**config.mk**
```make
export PLATFORM = sky130hd
export DESIGN_NAME = ncpu32k_bus_arb
export DESIGN_NICKNAME = d
export VERILOG_FILES = /design/src/rtl/ncpu32k_bus_arb.sv
export SDC_FILE = /design/constraint.sdc
export NUM_CORES = 1
export LEC_CHECK = 0
export CAP_MARGIN = 25
export CORE_AREA = 2 2 114 116
export CTS_BUF_LIST = sky130_fd_sc_hd__clkbuf_8
export DETAILED_ROUTE_END_ITERATION = 10
export DIE_AREA = 0 0 116 118
export GPL_ROUTABILITY_DRIVEN = 0
export HOLD_SLACK_MARGIN = 0.05
export PLACE_DENSITY = 0.51
export SETUP_SLACK_MARGIN = 0.5
export SLEW_MARGIN = 20
export SYNTH_ARGS = -nofsm -noshare
export SYNTH_HDL_FRONTEND = slang
export SYNTH_SLANG_ARGS = --single-unit
```
**constraint.sdc**
```tcl
create_clock -name clk -period 2 [get_ports clk]
set_input_delay 0.4 -clock clk [delete_from_list [all_inputs] [get_ports clk]]
set_output_delay 0.4 -clock clk [all_outputs]
set_load 0.02 [all_outputs]
```
**src/rtl/ncpu32k_bus_arb.sv**
```systemverilog
// ---------------------------------------------------------------------------
// ncpu32k_bus_arb
//
// Purpose:
//   Two-master to one-slave arbiter for the ncpu32k handshake command bus.
//   The instruction bus (ibus, read-only) and the data bus (dbus) share a
//   single handshake_cmd_sram-style slave port, so one unified memory serves
//   both. Only one transaction is in flight at a time: a command on the A
//   channel, then its response on the B channel. A round-robin grant keeps
//   either bus from starving the other.
//
// Ports:
//   clk, rst                 clock, synchronous active-high reset
//   i_ibus_A*/o_ibus_AREADY  ibus command channel (address + exception tag)
//   o_ibus_B*/i_ibus_BREADY  ibus response channel
//   i_dbus_A*/o_dbus_AREADY  dbus command channel (address, data, mask, tag)
//   o_dbus_B*/i_dbus_BREADY  dbus response channel
//   o_s_A*/i_s_AREADY        slave command channel
//   i_s_B*/o_s_BREADY        slave response channel
//
// Timing:
//   Arbitration takes one cycle in IDLE, so a slave command appears at the
//   earliest one cycle after the master raises AVALID. After a response
//   completes the arbiter spends one cycle in IDLE before the next grant.
//   Outputs toward the ungranted master are constant zero and never depend
//   on slave signals.
// ---------------------------------------------------------------------------
module ncpu32k_bus_arb #(
    parameter int AW = 32,
    parameter int DW = 32,
    parameter int IW = 32
) (
    input  logic            clk,
    input  logic            rst,
    // ibus master
    input  logic            i_ibus_AVALID,
    output logic            o_ibus_AREADY,
    input  logic [AW-1:0]   i_ibus_AADDR,
    input  logic [1:0]      i_ibus_AEXC,
    output logic            o_ibus_BVALID,
    input  logic            i_ibus_BREADY,
    output logic [IW-1:0]   o_ibus_BDATA,
    output logic [1:0]      o_ibus_BEXC,
    // dbus master
    input  logic            i_dbus_AVALID,
    output logic            o_dbus_AREADY,
    input  logic [AW-1:0]   i_dbus_AADDR,
    input  logic [DW-1:0]   i_dbus_ADATA,
    input  logic [DW/8-1:0] i_dbus_AWMSK,
    input  logic [1:0]      i_dbus_AEXC,
    output logic            o_dbus_BVALID,
    input  logic            i_dbus_BREADY,
    output logic [IW-1:0]   o_dbus_BDATA,
    output logic [1:0]      o_dbus_BEXC,
    // slave port
    output logic            o_s_AVALID,
    input  logic            i_s_AREADY,
    output logic [AW-1:0]   o_s_AADDR,
    output logic [DW-1:0]   o_s_ADATA,
    output logic [DW/8-1:0] o_s_AWMSK,
    output logic [1:0]      o_s_AEXC,
    input  logic            i_s_BVALID,
    output logic            o_s_BREADY,
    input  logic [IW-1:0]   i_s_BDATA,
    input  logic [1:0]      i_s_BEXC
);

    typedef enum logic [1:0] {
        S_IDLE = 2'd0,
        S_CMD  = 2'd1,
        S_RESP = 2'd2
    } state_t;

    // Master index 0 is ibus, 1 is dbus.
    localparam logic M_IBUS = 1'b0;
    localparam logic M_DBUS = 1'b1;

    state_t r_state;
    logic   r_grant;    // master currently owning the slave
    logic   r_last;     // master whose command was most recently accepted

    // Per-master views of the request side, indexed by master number.
    logic [1:0]    w_m_avalid;
    logic [1:0]    w_m_bready;
    logic [AW-1:0] w_m_addr [2];
    logic [1:0]    w_m_aexc [2];

    assign w_m_avalid = {i_dbus_AVALID, i_ibus_AVALID};
    assign w_m_bready = {i_dbus_BREADY, i_ibus_BREADY};
    assign w_m_addr[0] = i_ibus_AADDR;
    assign w_m_addr[1] = i_dbus_AADDR;
    assign w_m_aexc[0] = i_ibus_AEXC;
    assign w_m_aexc[1] = i_dbus_AEXC;

    logic w_sel_avalid;
    logic w_sel_bready;
    logic w_in_cmd;
    logic w_in_resp;

    assign w_sel_avalid = w_m_avalid[r_grant];
    assign w_sel_bready = w_m_bready[r_grant];

    // Outputs are forced quiet while reset is held, even though the state
    // register only clears on the reset edge.
    assign w_in_cmd  = !rst && (r_state == S_CMD);
    assign w_in_resp = !rst && (r_state == S_RESP);

    // -----------------------------------------------------------------------
    // Arbitration FSM
    // -----------------------------------------------------------------------
    always_ff @(posedge clk) begin
        if (rst) begin
            r_state <= S_IDLE;
            r_grant <= M_IBUS;
            r_last  <= M_DBUS;      // ibus wins the first contention
        end else begin
            case (r_state)
                S_IDLE: begin
                    if (|w_m_avalid) begin
                        r_state <= S_CMD;
                        // Contention: favour the master that was not served
                        // last. Otherwise the single requester is bit 1's
                        // value (1 only when dbus alone is requesting).
                        if (&w_m_avalid) begin
                            r_grant <= ~r_last;
                        end else begin
                            r_grant <= w_m_avalid[1];
                        end
                    end
                end
                S_CMD: begin
                    if (w_sel_avalid && i_s_AREADY) begin
                        r_state <= S_RESP;
                        r_last  <= r_grant;
                    end else if (!w_sel_avalid) begin
                        // Withdrawn request: re-arbitrate, fairness untouched.
                        r_state <= S_IDLE;
                    end
                end
                S_RESP: begin
                    if (i_s_BVALID && w_sel_bready) begin
                        r_state <= S_IDLE;
                    end
                end
                default: begin
                    r_state <= S_IDLE;
                end
            endcase
        end
    end

    // -----------------------------------------------------------------------
    // Slave-side muxes
    // -----------------------------------------------------------------------
    assign o_s_AVALID = w_in_cmd && w_sel_avalid;
    assign o_s_AADDR  = w_in_cmd ? w_m_addr[r_grant] : '0;
    assign o_s_AEXC   = w_in_cmd ? w_m_aexc[r_grant] : 2'b00;
    // ibus never writes: its data and mask are tied off.
    assign o_s_ADATA  = (w_in_cmd && r_grant == M_DBUS) ? i_dbus_ADATA : '0;
    assign o_s_AWMSK  = (w_in_cmd && r_grant == M_DBUS) ? i_dbus_AWMSK : '0;
    assign o_s_BREADY = w_in_resp && w_sel_bready;

    // -----------------------------------------------------------------------
    // Master-side demux: only the owner sees slave activity.
    // -----------------------------------------------------------------------
    logic [1:0]    w_aready;
    logic [1:0]    w_bvalid;
    logic [IW-1:0] w_bdata [2];
    logic [1:0]    w_bexc  [2];

    generate
        for (genvar gi = 0; gi < 2; gi++) begin : g_master
            logic w_owner;
            assign w_owner      = (r_grant == 1'(gi));
            assign w_aready[gi] = w_in_cmd && w_owner && i_s_AREADY;
            assign w_bvalid[gi] = w_in_resp && w_owner && i_s_BVALID;
            assign w_bdata[gi]  = (w_in_resp && w_owner) ? i_s_BDATA : '0;
            assign w_bexc[gi]   = (w_in_resp && w_owner) ? i_s_BEXC : 2'b00;
        end
    endgenerate

    assign o_ibus_AREADY = w_aready[0];
    assign o_ibus_BVALID = w_bvalid[0];
    assign o_ibus_BDATA  = w_bdata[0];
    assign o_ibus_BEXC   = w_bexc[0];

    assign o_dbus_AREADY = w_aready[1];
    assign o_dbus_BVALID = w_bvalid[1];
    assign o_dbus_BDATA  = w_bdata[1];
    assign o_dbus_BEXC   = w_bexc[1];

endmodule

```
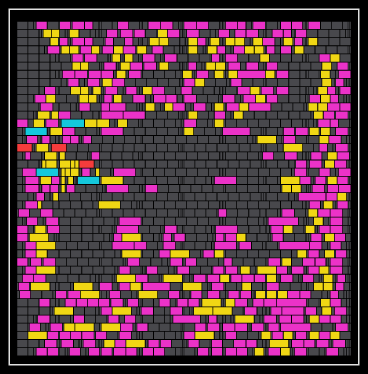
Figure 1: run 1, cells coloured by class.
Scale: 3 px per um. Fill, decap, tap and diode cells in grey.
- cyan: flops (cells 4)
- yellow: all other logic (cells 169)
- magenta: other buffers and delay cells (cells 346)
- red: cells driving clock nets (cells 3)

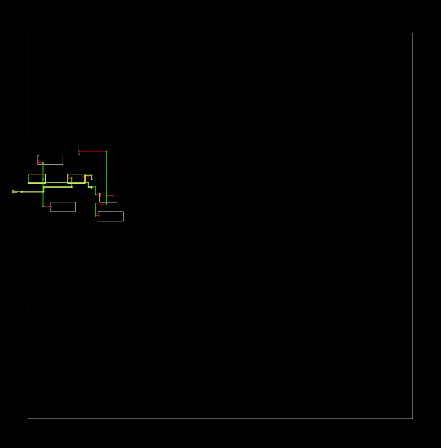
Figure 2: run 1, clock wiring as the flow saved it.
CTS sink count: 4
Latency at later pin: 0.22 ns
cts bufs inserted: 3
Flops: 4

==> flow_metrics.tcl, run 1 <==
# place-and-route summary
set metrics [dict create \
    tool_warnings 29 \
    flop_area_um2 81.3 \
    violations "setup timing" \
    cp-start-kind "flop" \
    min_period_ns 2.25 \
    synth_cell_types 22 \
    crit_type "reg -> out" \
    whs_endpoint "r_last" \
    max_stage_delay_ns 0.45 \
    timing.fmax_ghz 0.445 \
    cp.required_ns 1.60 \
    grt_pass1_vias 2738 \
    worstSetupStartpoint "r_state[0]" \
    dpl_cell_area_um2 4990 \
    yosys-stat-area_um2 1430 \
    num_vias 2707 \
    ioPinCount 290 \
    cts_tree "built" \
    setup_violations 141 \
    ctsHoldBuffers 0 \
    ys_sh_xor_pct 0 \
    timing.slew.headroom_pct 78.6 \
    dp.cells 658 \
    run_status "finished, violations left" \
    fillerInstances 1198 \
    finalWirelength_um 11600 \
    cp_num_buf_inv 4 \
    inverters 1 \
    cellPowerDensity_nw_per_um2 186 \
    ys_seq_share_pct 5.58 \
    fin_ws_ns -0.246 \
    worstMarginPinSlew_ns 0.312 \
    common_cells "and2_1 (108), a22o_2 (29), buf_6 (7)" \
    rows 41 \
    drc 0 \
    slew_viol_final 0 \
]
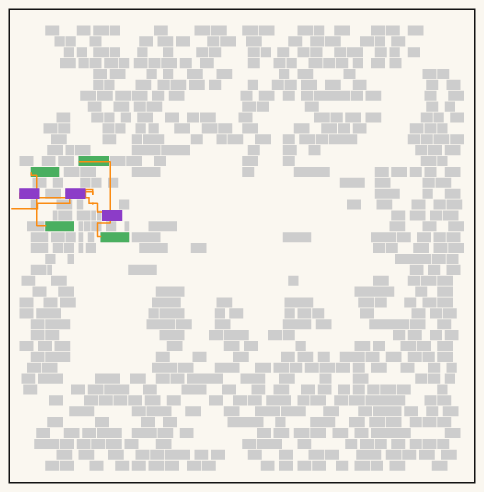
Figure 3: run 1, clock network drawn from the DEF.
Scale: 4 px per um.
- purple: cells driving clock nets (count 3)
- green: flip-flops (count 4)
- orange: clock wires (length 103 um)
- routed clock nets: 4
- flops lie: middle left
clock share of power: 15.9%
Post-Route Skew: 0.00494 ns

[run 1: sequential cells by signal, summed over array words and instances (netlist names)]
signal / flops
g_master.w_owner: 1
r_last: 1
r_state: 2
[run 1: cells in the final DEF, fill, tap and decap left out, drive strengths merged, types with 3 or more instances in the layout]
cell / instances
buf: 197
nor2: 10
and2: 108
clkdlybuf4s50: 141
a22o: 34
mux2i: 3
dlymetal6s2s: 3
clkbuf: 8
dfxtp: 4
[run 1: power groups by stage]
stage | clock network (mW) | registers (mW) | logic [mW]
2_1_floorplan | 0 | 0.0905 | 0.221
3_3_place_gp | 0 | 0.0907 | 0.686
3_5_place_dp | 0 | 0.0905 | 0.688
4_1_cts | 0.176 | 0.0901 | 0.738
5_1_grt | 0.182 | 0.0912 | 0.868
6_report | 0.174 | 0.0906 | 0.828
Figure 4. M2 wires (run 1).
Scale: 4 px per um.
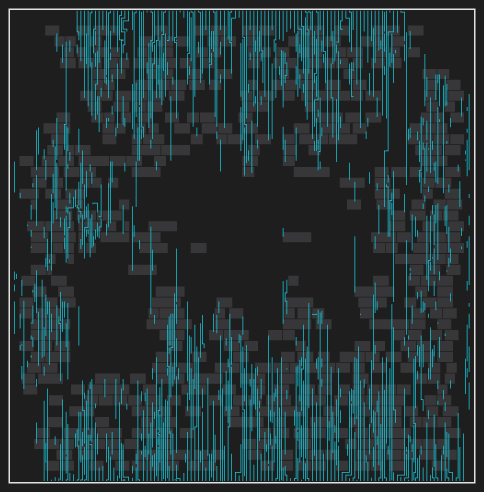

==> run 2: changes to the inputs <==
--- a/config.mk
+++ b/config.mk
@@ -5,7 +5,6 @@
 export SDC_FILE = /design/constraint.sdc
 export NUM_CORES = 1
 export LEC_CHECK = 0
-export CAP_MARGIN = 25
 export CORE_AREA = 2 2 114 116
 export CTS_BUF_LIST = sky130_fd_sc_hd__clkbuf_8
 export DETAILED_ROUTE_END_ITERATION = 10
@@ -14,6 +13,7 @@
 export HOLD_SLACK_MARGIN = 0.05
 export PLACE_DENSITY = 0.51
 export SETUP_SLACK_MARGIN = 0.5
+export SKIP_LAST_GASP = 1
 export SLEW_MARGIN = 20
 export SYNTH_ARGS = -nofsm -noshare
 export SYNTH_HDL_FRONTEND = slang
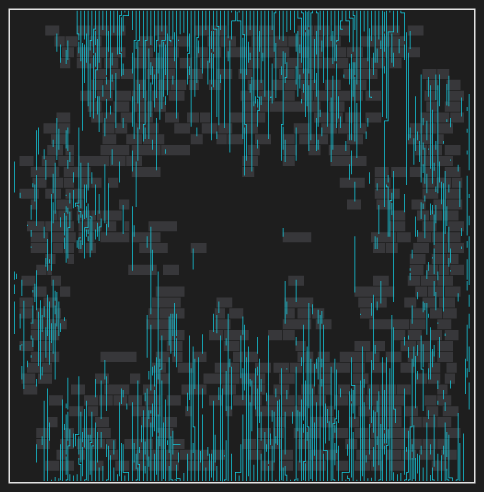
Figure 5: run 2, M2 wires.
Scale: 4 px per um.
- main direction: vertical
- wire length on this layer: 6470 um
- longest straight run: 41.6 um

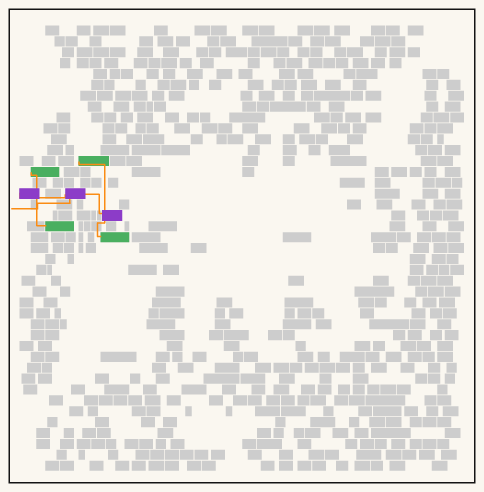
Figure 6: run 2, clock network drawn from the DEF.
Scale: 4 px per um.
- orange: clock wires (length 95.2 um)
- purple: cells driving clock nets (count 3)
- green: flip-flops (count 4)
- routed clock nets: 4
- flops lie: middle left
Post-Route Skew: 0.00401 ns
clock share of power: 16.5%

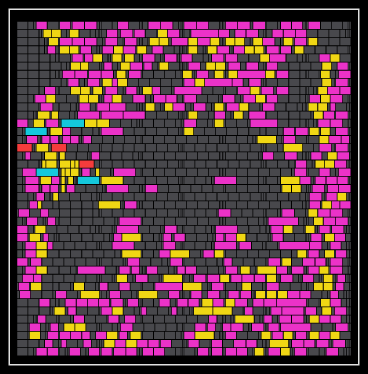
Figure 7: run 2, cells coloured by class.
Scale: 3 px per um. Fill, decap, tap and diode cells in grey.
- magenta: other buffers and delay cells (cells 356)
- cyan: flops (cells 4)
- yellow: all other logic (cells 169)
- red: cells driving clock nets (cells 3)

==> run 2 against run 1 <==
Compared with the run above:
- the flow still finishes with violations (setup timing)
- wire length rose by 2.9%
- worst setup slack improved by 0.012 ns
- cell count increased by 1.4%
- die size stayed put
- area after synthesis is the same
- via count grew 2.2%
- combinational power decreased by 5.9%
- critical path depth is 1 lower
- critical endpoint is now o_s_AADDR[12]
- largest cell class unchanged
- largest power group unchanged
==> flow_metrics.tcl, run 2 <==
# place-and-route summary
set metrics [dict create \
    run_status "finished, violations left" \
    violations "setup timing" \
    min_period_ns 2.23 \
    worstMarginPinSlew_ns 0.307 \
    async_flop_share_pct 0 \
    clkSinkCount 4 \
    tool_warnings 29 \
    vias_per_cell 3.93 \
    fin_ws_ns -0.234 \
    whs_endpoint "r_last" \
    grt_pass1_vias 2711 \
    rows 41 \
    regMostFlops "r_state" \
    slew_viol_final 0 \
    max_stage_delay_ns 0.45 \
    ctsHoldBuffers 0 \
    cts_tree "built" \
    cts-root-buf "clkbuf_8" \
    cp_num_buf_inv 3 \
    flop_area_um2 81.3 \
    route.met3.wl_um 650 \
    mostFrequentLayoutCell "clkdlybuf4s50_1" \
    crit_type "reg -> out" \
    cellPowerDensity_nw_per_um2 178 \
    cts_buffers 3 \
    dpl_cell_area_um2 4990 \
    timing.fmax_ghz 0.448 \
    synth_cell_types 22 \
    drc 0 \
    worstSetupStartpoint "r_state[0]" \
    layout_top_cells "clkdlybuf4s50_1 (141), buf_6 (126), and2_4 (105), buf_4 (47), a22o_2 (18)" \
    drt-met1-wl_um 4730 \
    drt_pass1_iterations 4 \
    dp.cells 658 \
    num_vias 2767 \
    ioPinCount 290 \
    timing.slew.headroom_pct 78.9 \
    cp-start-kind "flop" \
    common_cells "and2_1 (108), a22o_2 (29), buf_6 (7)" \
    finalWirelength_um 12000 \
    setup_violations 141 \
]
## run 2: cell families after synthesis
logic type / Yosys count / share of synthesized area (%)
simple gates: 127 / 57.2
mux: 3 / 2.09
flops: 4 / 5.58
compound gates: 38 / 25.2
buf+inv: 18 / 9.95
## run 2: area by class of cell
type | instances | share of cell area [%]
inverter | 1 | 0.0640
clock buffer | 3 | 0.705
multi-input combinational | 168 | 27.6
sequential | 4 | 1.39
tap | 172 | 3.67
timing repair buffer | 356 | 66.5
## run 2: report_power, final
part / internal [mW] / switching, mW
Sequential: 0.0865 / 0.00380
Combinational: 0.504 / 0.274
Clock: 0.128 / 0.0435
Total: 0.719 / 0.322
## run 2: worst min-delay path, delay by kind of cell, from the launching register on
family / cells / cell delay [ns]
simple gates: 1 / 0.05
flops: 1 / 0.32
mux: 1 / 0.10
No activity file was given, so power comes from the tool's default toggle rates.
